Design key_updown_counter, sky130hd; sources not shown.
### Flops by top-level scope

(2 px per um)
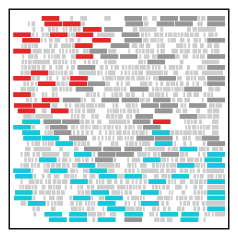
- `g_key[1]`: cyan (flops 49)
- `g_key[2]`: red (flops 24)
Non-Filler Instances: 1025
final core utilization: 75.6%
full die area: 11900 um2

### Routed clock nets over the placement

(4 px per um)
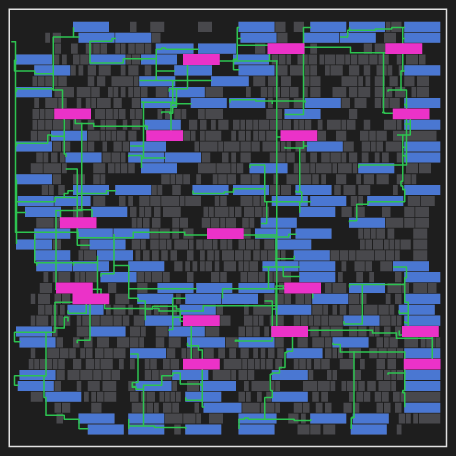
- flip-flops: blue (count 131)
- clock wires: green (length 1730 um)
- clock drivers: magenta (count 17)
- routed clock nets: 18
- flops lie: widely spread
clk_lat worst skew: 0.43 ns
clock group share of total power: 33.6%

==> results.toml <==
# flow metrics
[run_status]
run_status = "completed"

[place]
dp_hpwl_um = 11500
io_buffers = 12
dp.cells = 993
pre_cts_ws_ns = 2.52
place_area_um2 = 7760

[route]
drc = 0
via_count = 6777
post_drt_wl_per_cell_um = 17.0
drtAntennaViolNets = 0
first_iter_violations = 610
drt_wl_total_um = 17500
dr.pass1.iters = 6
drt-vias-per-instance = 6.61

[layout]
syn_to_final_growth_pct = 11.8
drive_above_1_share_pct = 7.57
fin_area_um2 = 8310
n_clock_buffer = 25
clock_area_share_pct = 6.45
flops = 131
largest_reg_flops = 60
seq_share_pct = 39.6
lay_top_cells = "dfrtp_1 (123), nand2_1 (102), o21ai_0 (101), nor2_1 (58), clkbuf_1 (36)"
layout.nets = 895
dominant_cells = "combinational gates"
inverters = 27
logic_area_um2 = 3900
diodes = 0
buffer_area_share_pct = 3.67
buffers = 49
fillerInstances = 777
seqCellArea_um2 = 3290

[logic_synthesis]
async_reset_ff_share_pct = 100
ys_cells = 840
synth_area_leader_cell = "dfrtp_1"
ys_types = 67
netlist_top_cells_count = "dfrtp_1 (123), nand2_1 (102), o21ai_0 (101)"
topCellsByArea = "dfrtp_1 (41%), o21ai_0 (6.8%), nand2_1 (5.2%), ha_1 (3.0%), nor2_1 (2.9%)"
numSynthFlops = 131
synth_warnings = 0
synth.avg_cell_area_um2 = 8.85
syn_area_um2 = 7430
yosys_area_um2 = 7430
synthCells = 840
edf_count = 0
ff_type = "dfrtp_1"

[final_timing]
period_used_pct = 62.5
max_freq_ghz = 0.294
whs_ns = 0.356
rsz0062_at_grt = "false"
slew_viol_final = 0
slew_headroom_pct = 47.1
period_minus_slack_ns = 3.40
finalHoldViolCount = 0
tightest_slew_ns = 0.790
fin_ws_ns = 2.05
tns_ns = 0
fin_worst_skew_ns = 0.00711

[power]
pwr-share-seq_pct = 34.9
power_density_nw_per_um2 = 378
switching_share_pct = 36.5
max-vdd-ir-drop_mv = 0.303
p_sw_uw = 1150
combPwrFrac_pct = 31.5
leakage_uw = 0.00345

[worst_setup_path]
crit_family = "buffers and inverters"
cp.arrival_ns = 2.31
reg2reg_slack_ns = 2.54
cp.depth = 4
critPathKind = "reg2out"
critPathSlowestCell = "clkdlybuf4s50_1"
critPathBufInv = 2
reg2regPathDepth = 6
crit_chain = "inv_1, ha_1, nor3b_1, clkdlybuf4s50_1"
cp.required_ns = 4.36
cp_max_fo = 6
start_kind = "register"

[clocking]
clk_pin_slew_ns = 0.05
clock-root-buffer = "clkbuf_16"
post_cts_buffers = 0
post_cts_resized = 0
cts_hold_buf = 0
cts.sinks = 131
htree_num_levels = 4
cts_tree = "done"
numCtsBuffers = 17

[floorplanning]
die_h_um = 109
initial_utilization_pct = 67.7
io_pins = 13
coreArea_um2 = 11000
die_x_um = 109
tap_cells = 140

[run]
log.warning_count = 36
maxCapViolations = 0

[global_route]
grt_max_degree = 75
grt_pass1_wl_um = 28500
grt.overflow.total = 0
grt_antenna_before_repair = 0
grt_usage_pct = 30.6

[min_path]
hold_path_class = "reg2reg"
hold_depth = 0
logic make-up after synthesis:
kind of cell | synth area share, %
and+or+nand+nor | 25.7
muxes | 1.11
buffers and inverters | 3.42
DFF | 44.2
adders and majority gates | 3.03
AOI/OAI and AO/OA | 19.9
xor gates and xnor gates | 2.59
power by group through the flow:
stage	Clock [uW]	Combinational, uW	Sequential (uW)
after floorplan	0	708	1090
after global placement	0	926	1110
after detailed placement	0	961	1110
after CTS	1060	972	1100
after global routing	1100	1090	1100
final	1050	991	1100
layer usage:
layer / share of wire, % / track usage [%]
met5: 0 / 0
met4: 1.5 / 12.5
met3: 6.4 / 6.04
met2: 48 / 49.3
met1: 44 / 40.4
Power and IR drop assume default switching activity.
